==> src/rtl/avr_pkg.sv <==
// avr_pkg: shared types for the AVR serial address loader.
// Holds the loader FSM encoding and the bit-counter width helper.
package avr_pkg;

  typedef enum logic [1:0] {
    IDLE   = 2'd0,
    SHIFT  = 2'd1,
    COMMIT = 2'd2
  } state_e;

  function automatic int cnt_w(input int w);
    return $clog2(w + 1);
  endfunction

endpackage

==> src/rtl/avr_addr_loader_if.sv <==
// avr_addr_loader_if: AVR serial link <-> SRAM address bus bundle.
// master drives si/shift_en/addr_inc/err_clr; slave drives the rest.
interface avr_addr_loader_if #(
  parameter int ADDR_W = 21
);
  logic              avr_si;
  logic              shift_en;
  logic              addr_inc;
  logic              err_clr;
  logic              avr_so;
  logic [ADDR_W-1:0] sram_addr;
  logic              addr_valid;
  logic              load_done;
  logic              frame_err;

  modport master (
    output avr_si, shift_en, addr_inc, err_clr,
    input  avr_so, sram_addr, addr_valid,
    input  load_done, frame_err
  );

  modport slave (
    input  avr_si, shift_en, addr_inc, err_clr,
    output avr_so, sram_addr, addr_valid,
    output load_done, frame_err
  );
endinterface

==> src/rtl/avr_shift_reg.sv <==
// avr_shift_reg: W-bit shift register with optional parallel load.
// Ports: clk_i/rst_i, shift_i, si_i, load_i, pdata_i, q_o, so_o.
module avr_shift_reg #(
  parameter int W         = 21,
  parameter bit MSB_FIRST = 1'b1
) (
  input  logic         clk_i,
  input  logic         rst_i,
  input  logic         shift_i,
  input  logic         si_i,
  input  logic         load_i,
  input  logic [W-1:0] pdata_i,
  output logic [W-1:0] q_o,
  output logic         so_o
);

  logic [W-1:0] q_q;
  logic [W-1:0] base;
  logic [W-1:0] q_d;

  // Load and shift together shift the freshly loaded word.
  always_comb begin
    base = load_i ? pdata_i : q_q;
    q_d  = base;
    if (shift_i) begin
      if (MSB_FIRST) q_d = {base[W-2:0], si_i};
      else           q_d = {si_i, base[W-1:1]};
    end
  end

  always_ff @(posedge clk_i) begin
    if (rst_i) q_q <= '0;
    else       q_q <= q_d;
  end

  assign q_o  = q_q;
  assign so_o = MSB_FIRST ? q_q[W-1] : q_q[0];

endmodule

==> src/rtl/avr_addr_loader.sv <==
// avr_addr_loader: serial address load, commit and auto-increment.
// Ports: avr_clk, reset (sync, high), bus (avr_addr_loader_if.slave).
module avr_addr_loader
  import avr_pkg::*;
#(
  parameter int ADDR_W    = 21,
  parameter bit MSB_FIRST = 1'b1,
  parameter int INC_STEP  = 1,
  parameter int ADDR_MAX  = 2**21-1
) (
  input logic               avr_clk,
  input logic               reset,
  avr_addr_loader_if.slave  bus
);

  localparam int CW = cnt_w(ADDR_W);
  localparam logic [CW-1:0] LAST = CW'(ADDR_W - 1);
  localparam logic [ADDR_W:0] STEP = (ADDR_W+1)'(INC_STEP);
  localparam logic [ADDR_W:0] AMAX = (ADDR_W+1)'(ADDR_MAX);

  state_e            st_q, st_d;
  logic [CW-1:0]     cnt_q, cnt_d;
  logic [ADDR_W-1:0] addr_q, addr_d;
  logic              valid_q, valid_d;
  logic              err_q, err_d;

  logic              sh_shift, sh_load;
  logic              rb_shift, rb_load;
  logic [ADDR_W-1:0] rb_pdata;
  logic [ADDR_W-1:0] sh_q;
  logic [ADDR_W-1:0] rb_unused;
  logic              sh_so, rb_so;
  logic [ADDR_W:0]   sum;

  avr_shift_reg #(.W(ADDR_W), .MSB_FIRST(MSB_FIRST)) u_shadow (
    .clk_i   (avr_clk),
    .rst_i   (reset),
    .shift_i (sh_shift),
    .si_i    (bus.avr_si),
    .load_i  (sh_load),
    .pdata_i ('0),
    .q_o     (sh_q),
    .so_o    (sh_so)
  );

  avr_shift_reg #(.W(ADDR_W), .MSB_FIRST(MSB_FIRST)) u_rb (
    .clk_i   (avr_clk),
    .rst_i   (reset),
    .shift_i (rb_shift),
    .si_i    (1'b0),
    .load_i  (rb_load),
    .pdata_i (rb_pdata),
    .q_o     (rb_unused),
    .so_o    (rb_so)
  );

  always_comb begin
    st_d     = st_q;
    cnt_d    = cnt_q;
    addr_d   = addr_q;
    valid_d  = valid_q;
    err_d    = err_q;
    sh_shift = 1'b0;
    sh_load  = 1'b0;
    rb_shift = 1'b0;
    rb_load  = 1'b0;
    rb_pdata = addr_q;
    sum      = {1'b0, addr_q} + STEP;

    // Clear first so an abort in the same cycle wins.
    if (bus.err_clr) err_d = 1'b0;

    if (bus.addr_inc && st_q != COMMIT) begin
      addr_d = (sum > AMAX) ? '0 : sum[ADDR_W-1:0];
    end

    unique case (st_q)
      IDLE: begin
        // Hold rb steady once shifting starts.
        rb_load = !bus.shift_en;
        if (bus.shift_en) begin
          sh_shift = 1'b1;
          rb_shift = 1'b1;
          cnt_d    = CW'(1);
          st_d     = SHIFT;
        end
      end
      SHIFT: begin
        if (bus.shift_en) begin
          sh_shift = 1'b1;
          rb_shift = 1'b1;
          cnt_d    = cnt_q + CW'(1);
          if (cnt_q == LAST) st_d = COMMIT;
        end else begin
          err_d   = 1'b1;
          sh_load = 1'b1;
          rb_load = 1'b1;
          cnt_d   = '0;
          st_d    = IDLE;
        end
      end
      COMMIT: begin
        addr_d   = sh_q;
        valid_d  = 1'b1;
        // rb takes the new address so a chained frame reads it back.
        rb_load  = 1'b1;
        rb_pdata = sh_q;
        if (bus.shift_en) begin
          sh_shift = 1'b1;
          rb_shift = 1'b1;
          cnt_d    = CW'(1);
          st_d     = SHIFT;
        end else begin
          cnt_d = '0;
          st_d  = IDLE;
        end
      end
      default: st_d = IDLE;
    endcase
  end

  always_ff @(posedge avr_clk) begin
    if (reset) begin
      st_q    <= IDLE;
      cnt_q   <= '0;
      addr_q  <= '0;
      valid_q <= 1'b0;
      err_q   <= 1'b0;
    end else begin
      st_q    <= st_d;
      cnt_q   <= cnt_d;
      addr_q  <= addr_d;
      valid_q <= valid_d;
      err_q   <= err_d;
    end
  end

  // In COMMIT rb still holds the old frame; readback comes from shadow.
  assign bus.avr_so     = (st_q == COMMIT) ? sh_so : rb_so;
  assign bus.sram_addr  = addr_q;
  assign bus.addr_valid = valid_q;
  assign bus.load_done  = (st_q == COMMIT);
  assign bus.frame_err  = err_q;

endmodule
==> src/flat_wrapper.sv <==
// flat-port wrapper written by rule: the top's interface ports become plain ports
module avr_addr_loader_flat import avr_pkg::*;
#(
  parameter int ADDR_W    = 21,
  parameter bit MSB_FIRST = 1'b1,
  parameter int INC_STEP  = 1,
  parameter int ADDR_MAX  = 2**21-1
)
  (avr_clk, reset, bus_avr_si, bus_shift_en, bus_addr_inc, bus_err_clr, bus_avr_so, bus_sram_addr, bus_addr_valid, bus_load_done, bus_frame_err);
  avr_addr_loader_if #(.ADDR_W(ADDR_W)) bus_i ();
  input logic avr_clk;
  input logic reset;
  input wire logic [$bits(bus_i.avr_si)-1:0] bus_avr_si;
  input wire logic [$bits(bus_i.shift_en)-1:0] bus_shift_en;
  input wire logic [$bits(bus_i.addr_inc)-1:0] bus_addr_inc;
  input wire logic [$bits(bus_i.err_clr)-1:0] bus_err_clr;
  output wire logic [$bits(bus_i.avr_so)-1:0] bus_avr_so;
  output wire logic [$bits(bus_i.sram_addr)-1:0] bus_sram_addr;
  output wire logic [$bits(bus_i.addr_valid)-1:0] bus_addr_valid;
  output wire logic [$bits(bus_i.load_done)-1:0] bus_load_done;
  output wire logic [$bits(bus_i.frame_err)-1:0] bus_frame_err;
  assign bus_i.avr_si = bus_avr_si;
  assign bus_i.shift_en = bus_shift_en;
  assign bus_i.addr_inc = bus_addr_inc;
  assign bus_i.err_clr = bus_err_clr;
  assign bus_avr_so = bus_i.avr_so;
  assign bus_sram_addr = bus_i.sram_addr;
  assign bus_addr_valid = bus_i.addr_valid;
  assign bus_load_done = bus_i.load_done;
  assign bus_frame_err = bus_i.frame_err;
  avr_addr_loader #(.ADDR_W(ADDR_W), .MSB_FIRST(MSB_FIRST), .INC_STEP(INC_STEP), .ADDR_MAX(ADDR_MAX)) u_core (.avr_clk(avr_clk), .reset(reset), .bus(bus_i));
endmodule
==> config.mk <==
export PLATFORM = sky130hd
export DESIGN_NAME = avr_addr_loader_flat
export DESIGN_NICKNAME = d
export VERILOG_FILES = /design/src/rtl/avr_pkg.sv /design/src/rtl/avr_addr_loader_if.sv /design/src/rtl/avr_shift_reg.sv /design/src/rtl/avr_addr_loader.sv /design/src/flat_wrapper.sv
export SDC_FILE = /design/constraint.sdc
export NUM_CORES = 1
export LEC_CHECK = 0
export ABC_AREA = 0
export CAP_MARGIN = 20
export CORE_MARGIN = 8
export CORE_UTILIZATION = 50
export DETAILED_ROUTE_END_ITERATION = 10
export PLACE_DENSITY = 0.69
export SYNTH_ARGS = -nofsm -noshare
export SYNTH_HDL_FRONTEND = slang
export SYNTH_SLANG_ARGS = --single-unit
export TNS_END_PERCENT = 100
==> constraint.sdc <==
create_clock -name avr_clk -period 2.1 [get_ports avr_clk]
set_input_delay 0.42 -clock avr_clk [delete_from_list [all_inputs] [get_ports avr_clk]]
set_output_delay 0.42 -clock avr_clk [all_outputs]
set_load 0.02 [all_outputs]
**A small window of the routed layout**

Region (37, 17) to (62, 42) µm. Cells in grey, sequential cells in the stronger grey; small squares are vias.
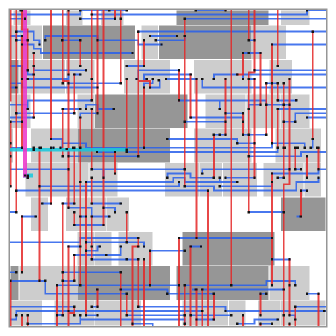
Key: blue = met1; cyan = met3; magenta = met4; red = met2
Sequential cells in the window: 7. Most frequent: dfxtp_1 (7), buf_4 (4). Netlist names of flops here include u_core.bus.sram_addr (3), u_core.u_rb.q_o (2), u_core.u_shadow.q_o (2). 46 logic cells have their middle in the window.

**Track usage over the die**

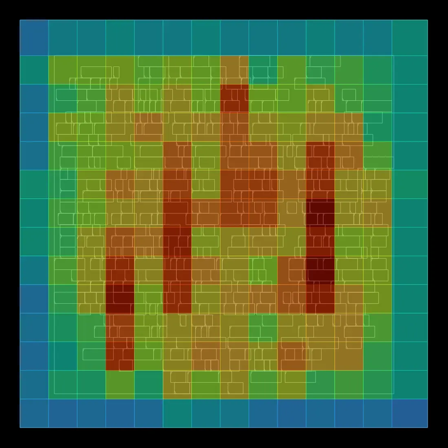
Global Route met1 Usage: 22.93%
met3 usage in global routing: 4.410%

==> qor.tcl <==
set qor(critPathLaunch) {u_core.st_q[0]}
set qor(cts_max_level) 3
set qor(tool_warnings) 33
set qor(route.antenna.remaining_nets) 0
set qor(drv_cap) 0
set qor(chip_area_um2) 9664
set qor(power.switching_fraction_pct) 26.47
set qor(timing.setup.critical_path_class) {register to output pin}
set qor(placementRows) 30
set qor(post_cts_resized) 2
set qor(r2r_start) {u_core.st_q[0]}
set qor(detailroute.via_count) 2991
set qor(hold_path_class) {register to register}
set qor(detail_route.drc_violations) 0
set qor(dr_wl_met3_um) 398
set qor(top_metal_layer_carrying_routed_signals) {met4}
set qor(drt-total-wl_um) 8500
set qor(power.sequential.total_mw) 1.45
set qor(area.share.combinational_pct) 43.40
set qor(net-switching-power_uw) 795.8
set qor(flow.area_growth_from_synthesis_pct) 22.39
set qor(pwr-share-comb_pct) 15.2
set qor(met2RoutedLength_um) 3988
set qor(timing.critical_path.arrival_ns) 1.51
set qor(clock_insertion_delay_worst_skew_ns) 0.35
set qor(status) {completed}
set qor(yosys-stat-area_um2) 3387
set qor(timing.reg2reg.setup_slack_ns) 0.20
set qor(buffer_ports.inserted) 30
set qor(timing.critical_path.to) {bus_load_done}
set qor(setup_tns_ns) 0
set qor(clock_sink_count) 72
set qor(fin_util_pct) 62.04
set qor(nonClockBufferCount) 63
set qor(ys_sh_mux_pct) 5.948
set qor(post_synth_instance_area_um2) 3387
set qor(antenna_found_initial) 0
**Where the registers sit**

Drawn at 3 px/µm. Other sequential cells in the stronger grey, the rest of the logic in the fainter grey.
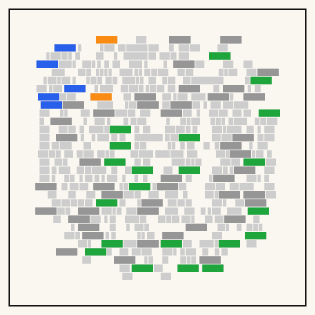
Key: green = u_core.u_rb.q_o [placed flops 21]; blue = u_core.cnt_q [placed flops 5, where north-west]; orange = u_core.st_q [placed flops 2]
sequential share of cell area: 34.77%
total area of sequential cells: 1441 µm²

Power and IR drop assume default switching activity.
